## config.mk

```make
export PLATFORM = sky130hd
export DESIGN_NAME = hazard_ctrl_flat
export DESIGN_NICKNAME = d
export VERILOG_FILES = /design/src/rtl/hazard_ctrl_if.sv /design/src/rtl/hazard_ctrl.sv /design/src/flat_wrapper.sv
export SDC_FILE = /design/constraint.sdc
export NUM_CORES = 1
export LEC_CHECK = 0
export ABC_AREA = 1
export CORE_UTILIZATION = 36
export DETAILED_ROUTE_END_ITERATION = 8
export PLACE_DENSITY = 0.86
export SLEW_MARGIN = 20
export SYNTH_ARGS = -nofsm -noshare
export SYNTH_HDL_FRONTEND = slang
export SYNTH_SLANG_ARGS = --single-unit
```

## constraint.sdc

```tcl
create_clock -name CLK -period 1.5 [get_ports CLK]
set_input_delay 0.3 -clock CLK [delete_from_list [all_inputs] [get_ports CLK]]
set_output_delay 0.3 -clock CLK [all_outputs]
set_load 0.05 [all_outputs]
```

## src/rtl/hazard_ctrl_if.sv

```systemverilog
// -----------------------------------------------------------------------------
// hazard_ctrl_if
// Bundle of pipeline-side signals exchanged with the hazard controller.
//
//   Pipeline -> controller:
//     RS1D, RS2D        source registers of the instruction in D
//     RS1E, RS2E        source registers of the instruction in E
//     RDE, RDM, RDW     destination registers in E, M, W
//     REG_WRM, REG_WRW  register write enables of the instructions in M, W
//     MEM_TO_REGE       instruction in E is a load
//     BRN_TAKENE        branch/jump in E resolved taken
//     MC_START_E        instruction in E is a multi-cycle op
//   Controller -> pipeline:
//     STALL_F/D/E       hold the F/D/E pipeline registers
//     FLUSH_D/E/M       insert a bubble into the D/E/M registers
//     FWD_A, FWD_B      E operand source: 00 regfile, 01 W result, 10 M result
//     MC_BUSY, MC_DONE  multi-cycle sequence in progress / final EX cycle
//
// Modports: master = pipeline datapath, slave = hazard controller.
// -----------------------------------------------------------------------------
interface hazard_ctrl_if #(
    parameter int REG_ADDR_W = 5
);
    logic [REG_ADDR_W-1:0] RS1D;
    logic [REG_ADDR_W-1:0] RS2D;
    logic [REG_ADDR_W-1:0] RS1E;
    logic [REG_ADDR_W-1:0] RS2E;
    logic [REG_ADDR_W-1:0] RDE;
    logic [REG_ADDR_W-1:0] RDM;
    logic [REG_ADDR_W-1:0] RDW;
    logic                  REG_WRM;
    logic                  REG_WRW;
    logic                  MEM_TO_REGE;
    logic                  BRN_TAKENE;
    logic                  MC_START_E;

    logic                  STALL_F;
    logic                  STALL_D;
    logic                  STALL_E;
    logic                  FLUSH_D;
    logic                  FLUSH_E;
    logic                  FLUSH_M;
    logic [1:0]            FWD_A;
    logic [1:0]            FWD_B;
    logic                  MC_BUSY;
    logic                  MC_DONE;

    modport master (
        output RS1D, RS2D, RS1E, RS2E, RDE, RDM, RDW,
        output REG_WRM, REG_WRW, MEM_TO_REGE, BRN_TAKENE, MC_START_E,
        input  STALL_F, STALL_D, STALL_E, FLUSH_D, FLUSH_E, FLUSH_M,
        input  FWD_A, FWD_B, MC_BUSY, MC_DONE
    );

    modport slave (
        input  RS1D, RS2D, RS1E, RS2E, RDE, RDM, RDW,
        input  REG_WRM, REG_WRW, MEM_TO_REGE, BRN_TAKENE, MC_START_E,
        output STALL_F, STALL_D, STALL_E, FLUSH_D, FLUSH_E, FLUSH_M,
        output FWD_A, FWD_B, MC_BUSY, MC_DONE
    );
endinterface

```

## src/rtl/hazard_ctrl.sv

```systemverilog
// -----------------------------------------------------------------------------
// hazard_ctrl
// Hazard and execute-sequencing controller for the 5-stage RISC-V pipeline.
// Resolves data hazards by forwarding from M/W, stalls on load-use, flushes
// the wrong path after a taken branch, and holds the front of the pipe while
// a multi-cycle (MUL/DIV class) op occupies EX for MC_LAT cycles.
//
// Parameters:
//   MC_LAT      total EX occupancy of a multi-cycle op, 2..16
//   REG_ADDR_W  register index width
//
// Ports:
//   CLK    clock, all state updates on the rising edge
//   RST_N  synchronous active-low reset; while low the outputs are forced to
//          "flush everything, stall nothing, no forwarding"
//   hz     hazard_ctrl_if.slave, pipeline control/status bundle
//   PERF_STALL_CNT, PERF_FLUSH_CNT  (only when HAZARD_PERF_EN is defined)
//          32-bit wrapping counts of STALL_F cycles and taken-branch flushes
//
// Build option: define HAZARD_PERF_EN to add the performance counters.
// -----------------------------------------------------------------------------
module hazard_ctrl #(
    parameter int MC_LAT     = 4,
    parameter int REG_ADDR_W = 5
) (
    input  logic        CLK,
    input  logic        RST_N,
    hazard_ctrl_if.slave hz
`ifdef HAZARD_PERF_EN
    ,
    output logic [31:0] PERF_STALL_CNT,
    output logic [31:0] PERF_FLUSH_CNT
`endif
);

    typedef enum logic {
        IDLE   = 1'b0,
        MC_RUN = 1'b1
    } state_t;

    // The start cycle itself is the first stall cycle, so the counter covers
    // the remaining MC_LAT-2 stall cycles before the MC_DONE cycle.
    localparam logic [3:0] CNT_LOAD = 4'(MC_LAT - 2);

    state_t     state_q, state_d;
    logic [3:0] cnt_q, cnt_d;

    logic       stall_f, stall_d, stall_e;
    logic       flush_d, flush_e, flush_m;
    logic [1:0] fwd_a, fwd_b;
    logic       mc_busy, mc_done;
    logic       load_use;

    // M has priority over W because it holds the younger result; x0 is
    // hardwired to zero and must never be forwarded.
    function automatic logic [1:0] fwd_sel(
        input logic [REG_ADDR_W-1:0] rs,
        input logic [REG_ADDR_W-1:0] rdm,
        input logic [REG_ADDR_W-1:0] rdw,
        input logic                  wrm,
        input logic                  wrw
    );
        if (wrm && (rdm != '0) && (rdm == rs)) begin
            return 2'b10;
        end else if (wrw && (rdw != '0) && (rdw == rs)) begin
            return 2'b01;
        end else begin
            return 2'b00;
        end
    endfunction

    assign load_use = hz.MEM_TO_REGE && (hz.RDE != '0) &&
                      ((hz.RDE == hz.RS1D) || (hz.RDE == hz.RS2D));

    always_comb begin
        // NOTE: every output of this block gets a default first so no path
        // leaves a signal unassigned, which would otherwise infer a latch.
        stall_f = 1'b0;
        stall_d = 1'b0;
        stall_e = 1'b0;
        flush_d = 1'b0;
        flush_e = 1'b0;
        flush_m = 1'b0;
        mc_busy = 1'b0;
        mc_done = 1'b0;
        state_d = state_q;
        cnt_d   = cnt_q;
        fwd_a   = fwd_sel(hz.RS1E, hz.RDM, hz.RDW, hz.REG_WRM, hz.REG_WRW);
        fwd_b   = fwd_sel(hz.RS2E, hz.RDM, hz.RDW, hz.REG_WRM, hz.REG_WRW);

        if (!RST_N) begin
            // Bubble every stage while reset is held so nothing retires.
            flush_d = 1'b1;
            flush_e = 1'b1;
            flush_m = 1'b1;
            fwd_a   = 2'b00;
            fwd_b   = 2'b00;
        end else begin
            case (state_q)
                IDLE: begin
                    if (hz.MC_START_E) begin
                        // A coincident taken branch is illegal decode; the
                        // multi-cycle op wins and the branch is dropped.
                        stall_f = 1'b1;
                        stall_d = 1'b1;
                        stall_e = 1'b1;
                        flush_m = 1'b1;
                        mc_busy = 1'b1;
                        state_d = MC_RUN;
                        cnt_d   = CNT_LOAD;
                    end else if (hz.BRN_TAKENE) begin
                        // D holds a wrong-path instruction, so the branch
                        // flush beats any load-use stall on it.
                        flush_d = 1'b1;
                        flush_e = 1'b1;
                    end else if (load_use) begin
                        stall_f = 1'b1;
                        stall_d = 1'b1;
                        flush_e = 1'b1;
                    end
                end
                MC_RUN: begin
                    // E still holds the multi-cycle op, so branch, load-use
                    // and start requests are all ignored here.
                    mc_busy = 1'b1;
                    if (cnt_q != 4'd0) begin
                        stall_f = 1'b1;
                        stall_d = 1'b1;
                        stall_e = 1'b1;
                        flush_m = 1'b1;
                        cnt_d   = cnt_q - 4'd1;
                    end else begin
                        // Result enters M on this edge; the next op may start
                        // in the very next cycle.
                        mc_done = 1'b1;
                        state_d = IDLE;
                    end
                end
                default: begin
                    state_d = IDLE;
                end
            endcase
        end
    end

    always_ff @(posedge CLK) begin
        // NOTE: state registers use non-blocking assignments so every flop
        // samples its pre-edge value regardless of statement order.
        if (!RST_N) begin
            state_q <= IDLE;
            cnt_q   <= 4'd0;
        end else begin
            state_q <= state_d;
            cnt_q   <= cnt_d;
        end
    end

    assign hz.STALL_F = stall_f;
    assign hz.STALL_D = stall_d;
    assign hz.STALL_E = stall_e;
    assign hz.FLUSH_D = flush_d;
    assign hz.FLUSH_E = flush_e;
    assign hz.FLUSH_M = flush_m;
    assign hz.FWD_A   = fwd_a;
    assign hz.FWD_B   = fwd_b;
    assign hz.MC_BUSY = mc_busy;
    assign hz.MC_DONE = mc_done;

`ifdef HAZARD_PERF_EN
    logic [31:0] perf_stall_q, perf_stall_d;
    logic [31:0] perf_flush_q, perf_flush_d;
    logic        brn_flush;

    // Taken-branch flush only happens in IDLE when no multi-cycle op starts.
    assign brn_flush = (state_q == IDLE) && !hz.MC_START_E && hz.BRN_TAKENE;

    always_comb begin
        perf_stall_d = perf_stall_q + {31'd0, stall_f};
        perf_flush_d = perf_flush_q + {31'd0, brn_flush};
    end

    always_ff @(posedge CLK) begin
        if (!RST_N) begin
            perf_stall_q <= 32'd0;
            perf_flush_q <= 32'd0;
        end else begin
            perf_stall_q <= perf_stall_d;
            perf_flush_q <= perf_flush_d;
        end
    end

    assign PERF_STALL_CNT = perf_stall_q;
    assign PERF_FLUSH_CNT = perf_flush_q;
`endif

endmodule

```

## src/flat_wrapper.sv

```systemverilog
// flat-port wrapper written by rule: the top's interface ports become plain ports
module hazard_ctrl_flat 
#(
    parameter int MC_LAT     = 4,
    parameter int REG_ADDR_W = 5
)
  (CLK, RST_N, hz_RS1D, hz_RS2D, hz_RS1E, hz_RS2E, hz_RDE, hz_RDM, hz_RDW, hz_REG_WRM, hz_REG_WRW, hz_MEM_TO_REGE, hz_BRN_TAKENE, hz_MC_START_E, hz_STALL_F, hz_STALL_D, hz_STALL_E, hz_FLUSH_D, hz_FLUSH_E, hz_FLUSH_M, hz_FWD_A, hz_FWD_B, hz_MC_BUSY, hz_MC_DONE);
  hazard_ctrl_if #(.REG_ADDR_W(REG_ADDR_W)) hz_i ();
  input  logic CLK;
  input  logic RST_N;
  input wire logic [$bits(hz_i.RS1D)-1:0] hz_RS1D;
  input wire logic [$bits(hz_i.RS2D)-1:0] hz_RS2D;
  input wire logic [$bits(hz_i.RS1E)-1:0] hz_RS1E;
  input wire logic [$bits(hz_i.RS2E)-1:0] hz_RS2E;
  input wire logic [$bits(hz_i.RDE)-1:0] hz_RDE;
  input wire logic [$bits(hz_i.RDM)-1:0] hz_RDM;
  input wire logic [$bits(hz_i.RDW)-1:0] hz_RDW;
  input wire logic [$bits(hz_i.REG_WRM)-1:0] hz_REG_WRM;
  input wire logic [$bits(hz_i.REG_WRW)-1:0] hz_REG_WRW;
  input wire logic [$bits(hz_i.MEM_TO_REGE)-1:0] hz_MEM_TO_REGE;
  input wire logic [$bits(hz_i.BRN_TAKENE)-1:0] hz_BRN_TAKENE;
  input wire logic [$bits(hz_i.MC_START_E)-1:0] hz_MC_START_E;
  output wire logic [$bits(hz_i.STALL_F)-1:0] hz_STALL_F;
  output wire logic [$bits(hz_i.STALL_D)-1:0] hz_STALL_D;
  output wire logic [$bits(hz_i.STALL_E)-1:0] hz_STALL_E;
  output wire logic [$bits(hz_i.FLUSH_D)-1:0] hz_FLUSH_D;
  output wire logic [$bits(hz_i.FLUSH_E)-1:0] hz_FLUSH_E;
  output wire logic [$bits(hz_i.FLUSH_M)-1:0] hz_FLUSH_M;
  output wire logic [$bits(hz_i.FWD_A)-1:0] hz_FWD_A;
  output wire logic [$bits(hz_i.FWD_B)-1:0] hz_FWD_B;
  output wire logic [$bits(hz_i.MC_BUSY)-1:0] hz_MC_BUSY;
  output wire logic [$bits(hz_i.MC_DONE)-1:0] hz_MC_DONE;
  assign hz_i.RS1D = hz_RS1D;
  assign hz_i.RS2D = hz_RS2D;
  assign hz_i.RS1E = hz_RS1E;
  assign hz_i.RS2E = hz_RS2E;
  assign hz_i.RDE = hz_RDE;
  assign hz_i.RDM = hz_RDM;
  assign hz_i.RDW = hz_RDW;
  assign hz_i.REG_WRM = hz_REG_WRM;
  assign hz_i.REG_WRW = hz_REG_WRW;
  assign hz_i.MEM_TO_REGE = hz_MEM_TO_REGE;
  assign hz_i.BRN_TAKENE = hz_BRN_TAKENE;
  assign hz_i.MC_START_E = hz_MC_START_E;
  assign hz_STALL_F = hz_i.STALL_F;
  assign hz_STALL_D = hz_i.STALL_D;
  assign hz_STALL_E = hz_i.STALL_E;
  assign hz_FLUSH_D = hz_i.FLUSH_D;
  assign hz_FLUSH_E = hz_i.FLUSH_E;
  assign hz_FLUSH_M = hz_i.FLUSH_M;
  assign hz_FWD_A = hz_i.FWD_A;
  assign hz_FWD_B = hz_i.FWD_B;
  assign hz_MC_BUSY = hz_i.MC_BUSY;
  assign hz_MC_DONE = hz_i.MC_DONE;
  hazard_ctrl #(.MC_LAT(MC_LAT), .REG_ADDR_W(REG_ADDR_W)) u_core (.CLK(CLK), .RST_N(RST_N), .hz(hz_i));
endmodule
```

==> Slide: Implementation Results, run 1 <==
Implementation Results

Worst setup path
  • CP Capture Type: primary output
  • Slowest cell on crit path: a21oi_4
  • WP buf/inv: 3
  • CP most frequent cell: nand2_1
  • CP Cell Sequence: buf_8, inv_2, nand2_1, nand2_1, nor2_2, nand3_1, nand2_1, nand2_2, a21oi_4, buf_12
  • Critical Path Start Type: input pin
  • Worst stage delay on the critical path: 0.20 ns
  • Worst-path maximum fanout: 4
  • Arrival time at the worst endpoint: 1.37 ns

Die
  • Core Util at FP: a little under two fifths
  • # rows: 17
  • Die height: about 50 µm
  • Die area: between 2000 and 3000 µm²
  • Core Box Area: 2191 µm²
  • Die X: approximately 50 µm

Finish
  • Clk cell area share: between 1 and 1.5%
  • Register Area: approximately 110 µm²
  • Final std cells w/o fill: between 200 and 250
  • Top cells excl fill/tap: 25 x nand2_1, 16 x buf_6, 15 x buf_4
  • Sequential share of cell area: under 10%
  • Comb gates: roughly 110
  • Area growth syn-to-layout: 118.4%
  • Logic area: 853.3 µm²
  • Final Net Count: 255
  • Max reg flops: 4
  • Non-clock buffering overhead: a little under two fifths
  • Design area: between 1500 and 2000 µm²
  • Most instantiated logic cell after routing: nand2_1
  • N_diodes: 0
  • Largest regs: u_core.cnt_q: 4 flops, u_core.state_q: 1 flops
  • Layout cells sized above 1: about three fifths
  • Comb area share: between 40% and 50%

Power
  • Switching share of power: roughly 43%
  • Register share of total power: about 17%
  • Leakage: about 0.89 nW
  • Clk power: roughly 0.16 mW
  • Total power: roughly 1.0 mW
  • Seq group: 0.172 mW
  • Pwr Density: between 500 and 600 nW/µm²
  • Worst VDD drop: roughly 460 µV
  • NetSw: about 0.45 mW

Synthesis
  • Syn avg cell area: 5.842 µm²
  • Commonest flop: dfxtp_1
  • Chip area in the Yosys report: 829.5 µm²
  • Top area cell types: xor2_1 16%, nand2_1 14%, dfxtp_1 12%
  • Post-synthesis sequential area ratio: 12.07%
  • Syn Nets: 186
  • Synth area leader: xor2_1
  • Most frequent cell after synthesis: nand2_1
  • EDFF count, synth: 0
  • FFs w/ async S/R, synth: 0%
  • Top post-synthesis cells by count: 31 x nand2_1, 19 x nor2_1, 17 x inv_1

Timing
  • Setup TNS: -0.6652 ns
  • Tcrit/Tclk final: 111.1%
  • Fmax achieved: 599.9 MHz
  • Slew @ Worst Pin: approximately 0.35 ns
  • Final Hold Viols: 0
  • Post-route setup slack: -0.1670 ns
  • Final Max Tran Viols: 0
  • Final setup vio count: 8
  • Minimum clock period after layout: around 1.7 ns
  • Clk_skew: between 0.005 and 0.006 ns
  • RSZ-0062 raised after global routing: yes

Placed design
  • Placed Cells: approximately 230
  • Post-detail-place hpwl: between 2000 and 2500 µm
  • Dpl cell area: approximately 1600 µm²
  • RD Place Congestion: 0.8279

Clock tree
  • Total CTS buffers: 3
  • Post-CTS sizing: between 150 and 200
  • Total setup buffers inserted after CTS: 1
  • Sink Count: 5
  • Late-Pin Clk Latency: 0.25 ns
  • Hold buffer count at CTS: 0

Drt
  • DR vias: ~1,200
  • DRT Pass-1 Iters: 4
  • DR WL met3: about 130 µm
  • Routed length on met1: about 1100 µm
  • Met2 WL: roughly 2200 µm
  • DRC violations left: 0
  • Initial DRC count: 14
  • DR top layer: met4

GRT
  • Initial antenna violation count: 0
  • Global-route wire length before repair: roughly 5000 µm
  • Largest net degree at the start of global routing: 6
  • Vias in the first global route: ~1,200
  • GR Util met1: 23.25%
  • Remaining Overflow, GRT: 0

Run
  • Max_cap viols: 0
  • Tool warnings: 30

Run status
  • Failing checks: negative setup slack
  • Status: finished, violations left
-- run 1: path summary, 6_finish.rpt --
| path | startpoint | endpoint | slack, ns | depth (start not counted) |
|---|---|---|---|---|
| setup reg to reg | u_core.cnt_q[1] | u_core.cnt_q[2] | 0.15 | 7 |
| hold / removal | u_core.cnt_q[3] | u_core.cnt_q[3] | 0.54 | 2 |
| setup / recovery | hz_RDE[0] | hz_STALL_D | -0.17 | 10 |
| hold reg to reg | u_core.cnt_q[3] | u_core.cnt_q[3] | 0.54 | 2 |
-- run 1: kinds of logic after synthesis --
family                   share of synthesized area, %
AND-OR/OR-AND                                   8.144
XOR/XNOR                                        22.17
adder cells (fa/ha/maj)                         3.016
buffers and inverters                           12.67
flip-flops                                      12.07
AND/OR/NAND/NOR                                 41.93
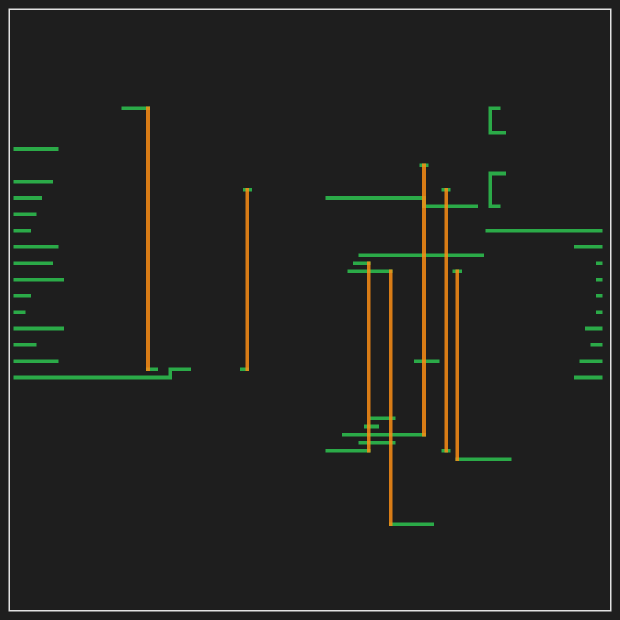
Figure 1: run 1, metal layers overlaid.
Drawn at 12 px/µm. Only two layers are drawn.
colour	layer	wire length
orange	metal 4	133 µm
green	metal 3	131 µm
Overall Global Routing Usage: 26.72%
WL per Instance: 14.73 µm
Routed WL: 3506 µm

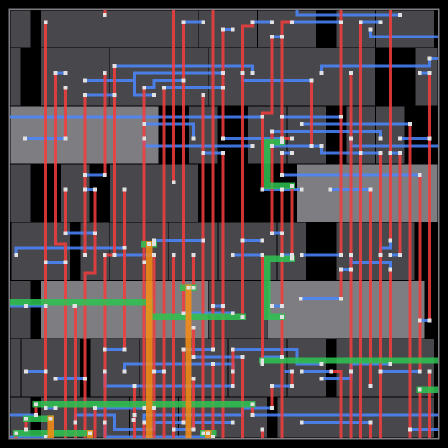
Figure 2: run 1, a small window of the routed layout.
Window x 28 to 48, y 28 to 48 µm. Cells in grey, sequential cells in the stronger grey; small squares are vias.
colour	layer
red	metal 2
green	metal 3
orange	metal 4
blue	metal 1
cells with their middle in the window	40
sequential cells in the window	4
most frequent	buf_4 (7), inv_2 (3)
netlist names of flops here include	u_core.cnt_q (4)

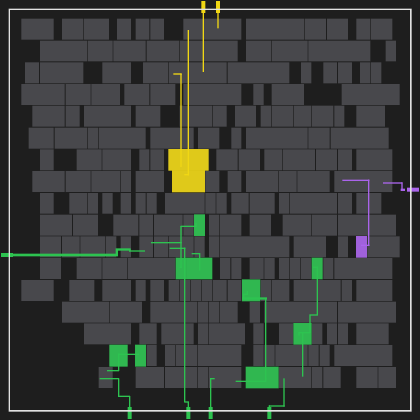
Figure 3: run 1, nets reached from selected ports.
Drawn at 8 px/µm.
colour	port	bits	direction	end cells	wire
green	hz_RS2D	5	input	9	111 µm
purple	hz_MC_BUSY	1	output	1	15.7 µm
yellow	hz_FWD_B	2	output	2	40.4 µm
# port buffers: 53
Top Ports: 54

--- run 2 (diff from run 1) ---
--- a/config.mk
+++ b/config.mk
@@ -9,7 +9,7 @@
 export CORE_UTILIZATION = 36
 export DETAILED_ROUTE_END_ITERATION = 8
 export PLACE_DENSITY = 0.86
-export SLEW_MARGIN = 20
+export SLEW_MARGIN = 15
 export SYNTH_ARGS = -nofsm -noshare
 export SYNTH_HDL_FRONTEND = slang
 export SYNTH_SLANG_ARGS = --single-unit
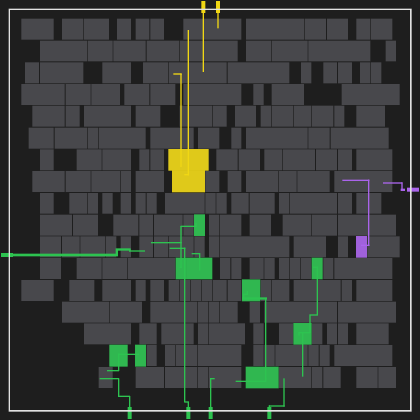
Figure 4: run 2, nets reached from selected ports.
Drawn at 8 px/µm.
colour	port	bits	direction	end cells	wire
green	hz_RS2D	5	input	9	111 µm
yellow	hz_FWD_B	2	output	2	40.4 µm
purple	hz_MC_BUSY	1	output	1	15.7 µm

==> run 2 against run 1 <==
Against the previous run: the run still ends with negative setup slack left; maximum frequency did not move; critical endpoint unchanged; hold slack unchanged; global-route usage unchanged; largest cell class unchanged.
==> Slide: Implementation Results, run 2 <==
Implementation Results

Power
  • Seq group: 0.172 mW (about the same)
  • Pwr Density: 575.2 nW/µm² (unchanged)
  • Register share of total power: 16.5% (about the same)
  • Worst VDD drop: 459.6 µV (unchanged)
  • Share of total power in combinational logic: between 60% and 70%
  • Switching share of power: 43.45% (unchanged)
  • Internal power: around 0.6 mW
  • Clk power: 0.162 mW (about the same)
  • Leakage: 0.8925 nW (unchanged)
  • Total power: 1.042 mW (unchanged)
  • P_comb: around 0.7 mW
  • NetSw: 0.4528 mW (unchanged)
  • Clk pwr share: 15.5%

Finish
  • Clock Buffer Count: 4
  • Comb area share: 47.10% (unchanged)
  • Final std cells w/o fill: 238 (unchanged)
  • Top cells excl fill/tap: 25 x nand2_1, 16 x buf_6, 15 x buf_4
  • Final Net Count: 255 (unchanged)
  • Max reg flops: 4 (unchanged)
  • Most instantiated logic cell after routing: nand2_1
  • Register Area: 106.4 µm² (unchanged)
  • Largest regs: u_core.cnt_q: 4 flops, u_core.state_q: 1 flops
  • Top cell category: combinational gates
  • Non-clock buffering overhead: 37.98% (unchanged)
  • Final core occ: 82.70%
  • Comb gates: 110 (unchanged)
  • Design area: 1812 µm² (unchanged)
  • Logic area: 853.3 µm² (unchanged)
  • Layout fillers: approximately 140
  • N_diodes: 0 (unchanged)
  • Sequential share of cell area: 5.870% (unchanged)
  • Area growth syn-to-layout: 118.4% (unchanged)
  • Layout cells sized above 1: 58.10% (unchanged)
  • Clk cell area share: 1.450% (unchanged)
  • Registers: 5
  • Largest reg by FF count: u_core.cnt_q

Synthesis
  • Comb area leader: simple AND/OR/NAND/NOR gates
  • Syn avg cell area: 5.842 µm² (unchanged)
  • Top-area cell type share of the netlist area: 15.84%
  • Top post-synthesis cells by count: 31 x nand2_1, 19 x nor2_1, 17 x inv_1
  • Post-synthesis sequential area ratio: 12.07% (unchanged)
  • Top area cell types: xor2_1 16%, nand2_1 14%, dfxtp_1 12%
  • Synth area leader: xor2_1
  • Chip area in the Yosys report: 829.5 µm² (unchanged)
  • Yosys warns: 0
  • XOR Share, Synth: 22.17% (unchanged)
  • Simple-Gate Area Share: 41.93% (unchanged)
  • Synth mux share: 0% (unchanged)
  • Commonest flop: dfxtp_1
  • Adder-cell share of the synthesized area: 3.017% (unchanged)
  • Aoi share: 8.145% (unchanged)
  • Cell Type Count: 24
  • EDFF count, synth: 0 (unchanged)
  • Syn Inst Count: between 100 and 150
  • Syn Nets: 186 (unchanged)
  • FFs w/ async S/R, synth: 0% (unchanged)
  • Most frequent cell after synthesis: nand2_1
  • Cells in synth_stat.txt: 142

Drt
  • Met2 WL: 2166 µm (unchanged)
  • WL per Instance: 14.73 µm (unchanged)
  • DRT Pass-1 Iters: 4 (unchanged)
  • DR vias: 1,190 (unchanged)
  • DRC violations left: 0 (unchanged)
  • Routed length on met1: 1074 µm (unchanged)
  • DR top layer: met4
  • ANT nets after route: 0
  • Initial DRC count: 14 (unchanged)
  • DR WL met3: 131 µm (unchanged)
  • Routed WL: 3506 µm (unchanged)

Placed design
  • Dpl cell area: 1598 µm² (unchanged)
  • Placed Cells: 233 (unchanged)
  • Worst slack, placed: -0.5367 ns
  • RD Place Congestion: 0.8279 (unchanged)
  • Post-detail-place hpwl: 2408 µm (unchanged)
  • # port buffers: 53 (unchanged)

Die
  • Core Box Area: 2191 µm² (unchanged)
  • Die X: 50.01 µm (unchanged)
  • Core Util at FP: 37.86% (unchanged)
  • Tap cell count: 28
  • Die area: 2501 µm² (unchanged)
  • # rows: 17 (unchanged)
  • Die height: 50.01 µm (unchanged)
  • Top Ports: 54 (unchanged)

Timing
  • Slew @ Worst Pin: 0.3535 ns (unchanged)
  • WHS: ~0.54 ns
  • Final Max Tran Viols: 0 (unchanged)
  • Final setup vio count: 8 (unchanged)
  • Fmax achieved: 599.9 MHz (unchanged)
  • Post-route setup slack: -0.1670 ns (unchanged)
  • Setup TNS: -0.6652 ns (unchanged)
  • Clk_skew: 0.005435 ns (unchanged)
  • RSZ-0062 raised after global routing: yes
  • Final Hold Viols: 0 (unchanged)
  • Minimum clock period after layout: 1.667 ns (unchanged)
  • Tcrit/Tclk final: 111.1% (unchanged)
  • Slew HR: 76.19%

Worst setup path
  • Slowest cell on crit path: a21oi_4
  • Reg2reg start: u_core.cnt_q[1]
  • CP Capture Type: primary output
  • Reg2Reg Setup Slack: 0.15 ns (about the same)
  • Worst Path Class, Setup: input pin to primary output
  • Worst stage delay on the critical path: 0.20 ns (about the same)
  • Worst EP required: about 1.2 ns
  • Crit path max-delay family: simple AND/OR/NAND/NOR gates
  • Arrival time at the worst endpoint: 1.37 ns (about the same)
  • CP Cell Sequence: buf_8, inv_2, nand2_1, nand2_1, nor2_2, nand3_1, nand2_1, nand2_2, a21oi_4, buf_12
  • WP buf/inv: 3 (unchanged)
  • Reg2Reg Depth: 7 (unchanged)
  • Critical Path Start Type: input pin
  • Reg2reg end: u_core.cnt_q[2]
  • CP most frequent cell: nand2_1
  • Worst-path maximum fanout: 4 (unchanged)

Hold path
  • Hold depth: 2 (unchanged)
  • Hold Crit Start: u_core.cnt_q[3]
  • Worst hold path type: flop to flop
  • Hold Crit Endpoint: u_core.cnt_q[3]

GRT
  • Initial antenna violation count: 0 (unchanged)
  • Met2 usage: between 50 and 60%
  • Overall Global Routing Usage: 26.72% (unchanged)
  • GRT met3 Usage: 3.704%
  • Largest net degree at the start of global routing: 6 (unchanged)
  • GR Util met1: 23.25% (unchanged)
  • Vias in the first global route: 1,227 (unchanged)
  • Remaining Overflow, GRT: 0 (unchanged)
  • Most Crowded Layer GR: met2
  • Global-route wire length before repair: 5071 µm (unchanged)

Clock tree
  • Clock transition at the registers of the reported paths: 0.05 ns
  • Late-Pin Clk Latency: 0.25 ns (about the same)
  • Total CTS buffers: 3 (unchanged)
  • Root buf cell: clkbuf_4
  • Hold buffer count at CTS: 0 (unchanged)
  • Worst-case clock buffer depth: 2
  • Sink Count: 5 (unchanged)

Run
  • Max_cap viols: 0 (unchanged)
  • Tool warnings: 30 (unchanged)

Run status
  • Failing checks: negative setup slack
  • Status: finished, violations left
==> run 2: cell counts after synthesis <==
No cell type changed its count.
==> run 2: what timing repair did <==
action                     4_1_cts  5_1_grt
gates cloned                     0        0
resized                        170       60
buffers inserted                 1        0
pin swaps                       49       36
setup endpoints to repair       12       11
hold endpoints to repair         0        0
==> run 2: worst max-delay path by stage <==
stage | startpoint | to | slack [ns] | depth (start not counted)
4_1_cts | u_core.cnt_q[1] | hz_STALL_D | -0.15 | 6
3_5_place_dp | hz_RDE[0] | hz_STALL_D | -0.54 | 10
5_1_grt | hz_RDE[0] | hz_STALL_D | -0.21 | 10
2_1_floorplan | u_core.cnt_q[0] | hz_STALL_F | -0.21 | 6
6_report | hz_RDE[0] | hz_STALL_D | -0.17 | 10
3_3_place_gp | hz_RDE[4] | hz_STALL_F | -0.47 | 10
No activity file was given, so power comes from the tool's default toggle rates.
